==> config.mk <==
export PLATFORM = sky130hd
export DESIGN_NAME = mult_acc_ctrl
export DESIGN_NICKNAME = d
export VERILOG_FILES = /design/src/rtl/mult_acc_ctrl.sv
export SDC_FILE = /design/constraint.sdc
export NUM_CORES = 1
export LEC_CHECK = 0
export ABC_AREA = 0
export CORE_ASPECT_RATIO = 0.6
export CORE_UTILIZATION = 56
export DETAILED_ROUTE_END_ITERATION = 8
export PLACE_DENSITY = 0.84
export SYNTH_ARGS = -nofsm -noshare
export SYNTH_HDL_FRONTEND = slang
export SYNTH_SLANG_ARGS = --single-unit
==> constraint.sdc <==
create_clock -name clk -period 6.2 [get_ports clk]
set_input_delay 1.86 -clock clk [delete_from_list [all_inputs] [get_ports clk]]
set_output_delay 1.86 -clock clk [all_outputs]
set_load 0.01 [all_outputs]
==> src/rtl/mult_acc_ctrl.sv <==
// Operand issue and product accumulation controller for the 4x4 pipelined multiplier.
// Beat tags ride a shift line matched to the multiplier latency; sums are released per frame.
module mult_acc_ctrl #(
  parameter int LAT   = 4,
  parameter int ACC_W = 16,
  parameter int CNT_W = 8
) (
  input  logic             clk,
  input  logic             rst,
  input  logic             in_valid,
  input  logic             in_last,
  output logic             in_ready,
  input  logic [3:0]       op_a,
  input  logic [3:0]       op_b,
  output logic [3:0]       mul_a,
  output logic [3:0]       mul_b,
  input  logic [7:0]       prod,
  output logic             out_valid,
  input  logic             out_ready,
  output logic [ACC_W-1:0] out_sum,
  output logic [CNT_W-1:0] out_cnt,
  output logic             out_ovf
);

  typedef enum logic [1:0] {
    S_IDLE  = 2'd0,
    S_ACCUM = 2'd1,
    S_DRAIN = 2'd2,
    S_HOLD  = 2'd3
  } state_t;

  state_t           r_state;
  state_t           w_next;
  logic             w_fire;
  logic [LAT-1:0]   r_vld;
  logic [LAT-1:0]   r_last;
  logic             w_tag_vld;
  logic             w_tag_last;
  logic [ACC_W-1:0] r_acc;
  logic [CNT_W-1:0] r_cnt;
  logic             r_ovf;
  logic [ACC_W:0]   w_acc_sum;
  logic [CNT_W-1:0] w_cnt_nxt;
  logic             r_out_valid;
  logic [ACC_W-1:0] r_out_sum;
  logic [CNT_W-1:0] r_out_cnt;
  logic             r_out_ovf;

  // Returns {carry, value}; value clamps to all ones when the add overflows.
  function automatic logic [ACC_W:0] sat_add(input logic [ACC_W-1:0] a, input logic [7:0] p);
    logic [ACC_W:0] s;
    s = {1'b0, a} + {{(ACC_W-7){1'b0}}, p};
    if (s[ACC_W]) begin
      sat_add = {1'b1, {ACC_W{1'b1}}};
    end else begin
      sat_add = s;
    end
  endfunction

  assign w_fire     = in_valid & in_ready;
  assign mul_a      = w_fire ? op_a : 4'd0;
  assign mul_b      = w_fire ? op_b : 4'd0;
  assign w_tag_vld  = r_vld[LAT-1];
  assign w_tag_last = r_last[LAT-1];
  assign w_acc_sum  = sat_add(r_acc, prod);
  assign w_cnt_nxt  = (&r_cnt) ? r_cnt : r_cnt + CNT_W'(1);

  assign out_valid = r_out_valid;
  assign out_sum   = r_out_sum;
  assign out_cnt   = r_out_cnt;
  assign out_ovf   = r_out_ovf;

  always_ff @(posedge clk or posedge rst) begin
    if (rst) begin
      r_state <= S_IDLE;
    end else begin
      r_state <= w_next;
    end
  end

  // in_ready is decoded from state alone so it never depends on in_valid.
  always_comb begin
    w_next   = r_state;
    in_ready = 1'b0;
    case (r_state)
      S_IDLE: begin
        in_ready = 1'b1;
        if (in_valid) begin
          w_next = in_last ? S_DRAIN : S_ACCUM;
        end else begin
          w_next = S_IDLE;
        end
      end
      S_ACCUM: begin
        in_ready = 1'b1;
        if (in_valid && in_last) begin
          w_next = S_DRAIN;
        end else begin
          w_next = S_ACCUM;
        end
      end
      S_DRAIN: begin
        if (w_tag_vld && w_tag_last) begin
          w_next = S_HOLD;
        end else begin
          w_next = S_DRAIN;
        end
      end
      S_HOLD: begin
        if (out_ready) begin
          w_next = S_IDLE;
        end else begin
          w_next = S_HOLD;
        end
      end
      default: begin
        w_next = S_IDLE;
      end
    endcase
  end

  always_ff @(posedge clk or posedge rst) begin
    if (rst) begin
      r_vld       <= {LAT{1'b0}};
      r_last      <= {LAT{1'b0}};
      r_acc       <= {ACC_W{1'b0}};
      r_cnt       <= {CNT_W{1'b0}};
      r_ovf       <= 1'b0;
      r_out_valid <= 1'b0;
      r_out_sum   <= {ACC_W{1'b0}};
      r_out_cnt   <= {CNT_W{1'b0}};
      r_out_ovf   <= 1'b0;
    end else begin
      r_vld[0]  <= w_fire;
      r_last[0] <= w_fire & in_last;
      for (int i = 1; i < LAT; i++) begin
        r_vld[i]  <= r_vld[i-1];
        r_last[i] <= r_last[i-1];
      end
      r_out_valid <= (w_next == S_HOLD);
      // The closing product is folded straight into the published result.
      if (r_state == S_DRAIN && w_tag_vld && w_tag_last) begin
        r_out_sum <= w_acc_sum[ACC_W-1:0];
        r_out_cnt <= w_cnt_nxt;
        r_out_ovf <= r_ovf | w_acc_sum[ACC_W];
        r_acc     <= {ACC_W{1'b0}};
        r_cnt     <= {CNT_W{1'b0}};
        r_ovf     <= 1'b0;
      end else if (w_tag_vld) begin
        r_acc <= w_acc_sum[ACC_W-1:0];
        r_cnt <= w_cnt_nxt;
        r_ovf <= r_ovf | w_acc_sum[ACC_W];
      end else begin
        r_acc <= r_acc;
        r_cnt <= r_cnt;
        r_ovf <= r_ovf;
      end
    end
  end

endmodule
Figure 1. Cell outlines without signal wires.
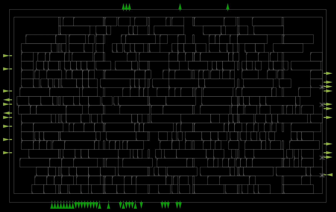
Rows: 20
final instance count without filler cells: 441
Seq/total area: 0.395

Figure 2. Sizing map.
(4 px per µm)
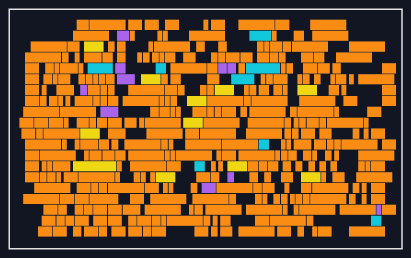
Yellow stands for _6 and larger, cells 11, share 2.9%, most used clkbuf_8. Cyan stands for _3 and _4 cells, cells 8, share 2.1%, most used buf_4. Orange stands for _0 and _1 cells, cells 346, share 92%, most used dfrtp_1. Purple stands for _2 cells, cells 10, share 2.7%, most used clkinv_2.

Figure 3. Sequential cells grouped by signal name.
(4 px per µm)
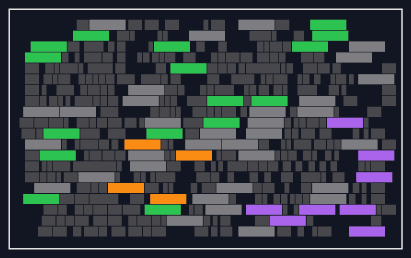
Green stands for `r_acc`, sequential cells 16. Purple stands for `out_cnt`, sequential cells 8, where bottom right. Orange stands for `r_last`, sequential cells 4.
Another 33 sequential cells are not colored.
Register Area: 0.00153 mm²
Seq. pwr: 635 µW
Core Util, Final: 0.745

==> flow_summary.yaml <==
# implementation run metrics
logic_synthesis:
  syn_inst: 317
  yosysUniqueCellTypes: 50
  ys.flop_type: "dfrtp_1"
  synth_warnings: 0
  ys_chip_area_mm2: 0.00308
  async_flop_share: 1.00
  synth_area_mm2: 0.00308
  ys_cells: 317
  synth_seq_share: 0.495
  topCellsByArea: "dfrtp_1, nand2_1, o21ai_0"
  syn_nets: 348
  synth-edff-count: 0
  netlist.area_leader.share: 0.495
  ys_ff: 61
  synth_area_leader_cell: "dfrtp_1"
  syn_area_per_cell_um2: 9.73
routing:
  dr_total_vias: 2642
  detail-route-antenna-nets: 0
  wl_per_cell_um: 16.3
  drc: 8
  vias_per_cell: 5.99
  first_iter_violations: 175
  first_pass_iters: 7
  drt-total-wl_um: 7210
floorplan:
  fp-utilization: 0.595
  dieWidth_um: 97.8
  io_pins: 56
  fp.dieH_um: 59.5
  die-area_mm2: 0.00582
clock_network:
  numCtsBuffers: 9
  cts_resized: 0
  cts.reportedPaths.clkPinSlew_ps: 60
  cts_tree: "yes"
  clock_path_buffers: 2
  cts_hold_buf: 0
  clkLatencyLatePin_ps: 340
  postCtsSetupBuffers: 0
  clkSinkCount: 61
  root_buffer: "clkbuf_8"
  cts-htree-levels: 3
place:
  placed_area_mm2: 0.00367
  numPortBuffers: 55
  place_ws_ps: 828
  dpl.hpwl_um: 4820
  gp_congestion: 0.819
outcome:
  status: "complete, but fails checks"
  violations: "DRC"
worst_setup_path:
  worstSetupPathType: "in -> out"
  arrival_ps: 3590
  cp_max_fo: 9
  crit_required_ps: 4340
  end_kind: "output pin"
  crit_path_start_kind: "input port"
pwr:
  power_uw: 1640
  powerDensity_mw_per_mm2: 426
  leakage_uw: 0.00172
  ir_drop_uv: 227
final_timing:
  worst_pin_slew_ps: 1260
  timing.hold.ws_ps: 352
  hold_viol_final: 0
  setup_violations: 0
  fin_skew_ps: 5.70
  rsz0062_at_grt: "false"
  slew_viol_final: 0
  period_needed_ps: 5450
  fmax_ghz: 0.184
  setup_ws_ps: 753
  slew_headroom: 0.160
  finalClockPeriodUsage: 0.879
  final.setup.tns_ps: 0
global_routing:
  grt_start_max_net_pins: 62
  gr-total-overflow: 0
  grt_pass1_wl_um: 12200
  grt.total_usage: 0.278
  grt_pass1_vias: 2488
  grt_antenna_before_repair: 0
finish:
  fill_cells: 358
  area_growth_pct: 25.2
  antenna_cells: 0
  layout.nets: 401
  comb_area_mm2: 0.00144
  drive_above_1_share: 0.0773
job:
  tool_warnings: 26
  maxCapViolCount: 0
worst_hold_path:
  hp-class: "reg -> reg"
Figure 4. Signal wires on met3.
(4 px per µm) Cells faint in the background.
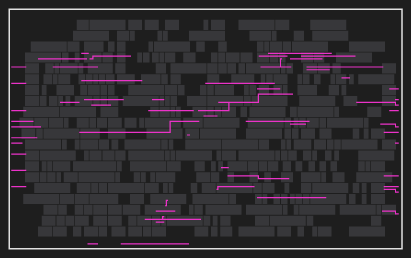
45 nets have wire on it. The longest straight run is 22.6 µm.

Figure 5. Cell classes on the final placement.
(6 px per µm)
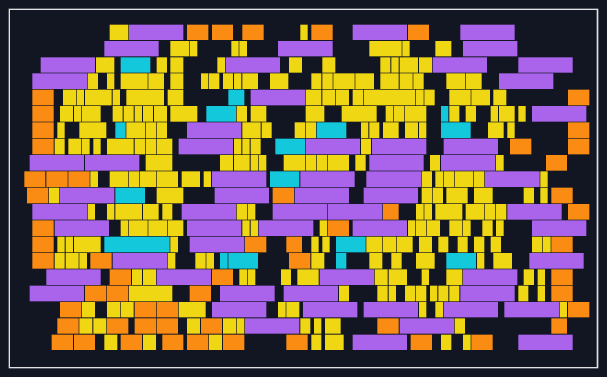
Yellow stands for combinational and other logic, cells 240, share of their area 39%. Cyan stands for clock drivers and dummy loads, cells 16, share of their area 5.1%. Purple stands for sequential cells, cells 61, share of their area 40%. Orange stands for remaining buffers and delay cells, cells 58, share of their area 15%.
Final Instance Area: 0.00386 mm²
core region area: 0.00518 mm²

-- cell type report --
type	count	area share
Timing Repair Buffer	58	0.148
Inverter	12	0.0117
Clock buffer	12	0.0376
Clock inverter	4	0.0123
Sequential cell	61	0.395
Tap cell	66	0.0214
Multi-Input combinational cell	228	0.373
-- cell usage after synthesis, types with 2 or more instances --
library cell / instances
dfrtp_1: 61
nand2_1: 38
o21ai_0: 28
a21oi_1: 22
nor2_1: 20
inv_1: 12
nor3_1: 10
ha_1: 9
nand3_1: 9
and2_1: 8
clkbuf_1: 8
o22ai_1: 8
xnor2_1: 8
a31oi_1: 7
buf_2: 7
a21o_1: 5
o31ai_1: 5
a211oi_1: 4
and3_1: 4
and4_1: 4
and4b_1: 3
nand4_1: 3
xor2_1: 3
a211o_1: 2
a311oi_1: 2
mux2i_1: 2
nor2b_1: 2
-- flip-flops by register name, indices dropped and copies added (netlist names) --
| register | count |
|---|---|
| out_cnt | 8 |
| r_last | 4 |
| out_ovf | 1 |
| out_valid | 1 |
| r_acc | 16 |
| r_vld | 4 |
| r_state | 2 |
| r_ovf | 1 |
| out_sum | 16 |
| r_cnt | 8 |
-- report_power, final --
part	total (µW)	switching, µW	internal [µW]
logic	662	345	316
clock network	347	152	195
registers	635	119	517
total	1640	616	1030
-- layer usage --
metal  GRT usage  wire, µm
met3      0.0660       439
met2       0.452      3350
met5           0         0
met1       0.384      3360
met4      0.0714        61
-- cells in the final DEF (no fill, tap or decap), types with 2 or more instances in the layout --
cell             count
a21oi_1             22
a211o_1              2
and2_1               8
a311oi_1             2
nand2_1             38
o22ai_1              8
o31ai_1              5
inv_1               11
and4b_1              3
nor2b_1              2
dfrtp_1             61
a31oi_1              7
nor3_1               9
ha_1                 9
and4_1               4
clkbuf_1             2
a211oi_1             4
clkdlybuf4s50_1     55
nand3_1              9
nor2_1              20
buf_4                3
xnor2_1              8
xor2_1               3
and3_1               4
o21ai_0             28
nand4_1              3
clkbuf_8            10
mux2i_1              2
clkinv_2             2
a21o_1               5
-- logic make-up (layout without fill, tap and decap cells) --
group,count (synthesis),in the layout,share of synthesized area
AOI/OAI and AO/OA,96,96,0.198
xor gates and xnor gates,11,11,0.0313
adders and majority gates,10,10,0.0430
buffers and inverters,28,86,0.0394
DFF,61,61,0.495
muxes,3,3,0.0114
and+or+nand+nor,108,108,0.181
-- critical path, stage by stage --
cell and delay (ps):
clkdlybuf4s50_1 510, nor2b_1 390, and2_1 230, clkdlybuf4s50_1 590
-- path summary, 6_finish.rpt --
kind                       startpoint         end  slack [ps]  cells after the start
min in group asynchronous         rst  out_cnt[3]        2050                      3
max reg2reg                  r_vld[3]    r_cnt[3]        2990                      6
max                          in_valid    mul_b[2]         750                      4
min                          r_vld[1]    r_vld[2]         350                      0
max in group asynchronous         rst    r_acc[4]        3660                      3
min reg2reg                  r_vld[1]    r_vld[2]         350                      0
-- per-stage QoR --
| stage | std cells | util |
|---|---|---|
| floorplan | 317 | - |
| global placement | 425 | 0.708 |
| detailed placement | 425 | 0.708 |
| CTS | 441 | 0.745 |
| global route | 441 | 0.745 |
| finish | 441 | 0.745 |
Power and IR drop assume default switching activity.
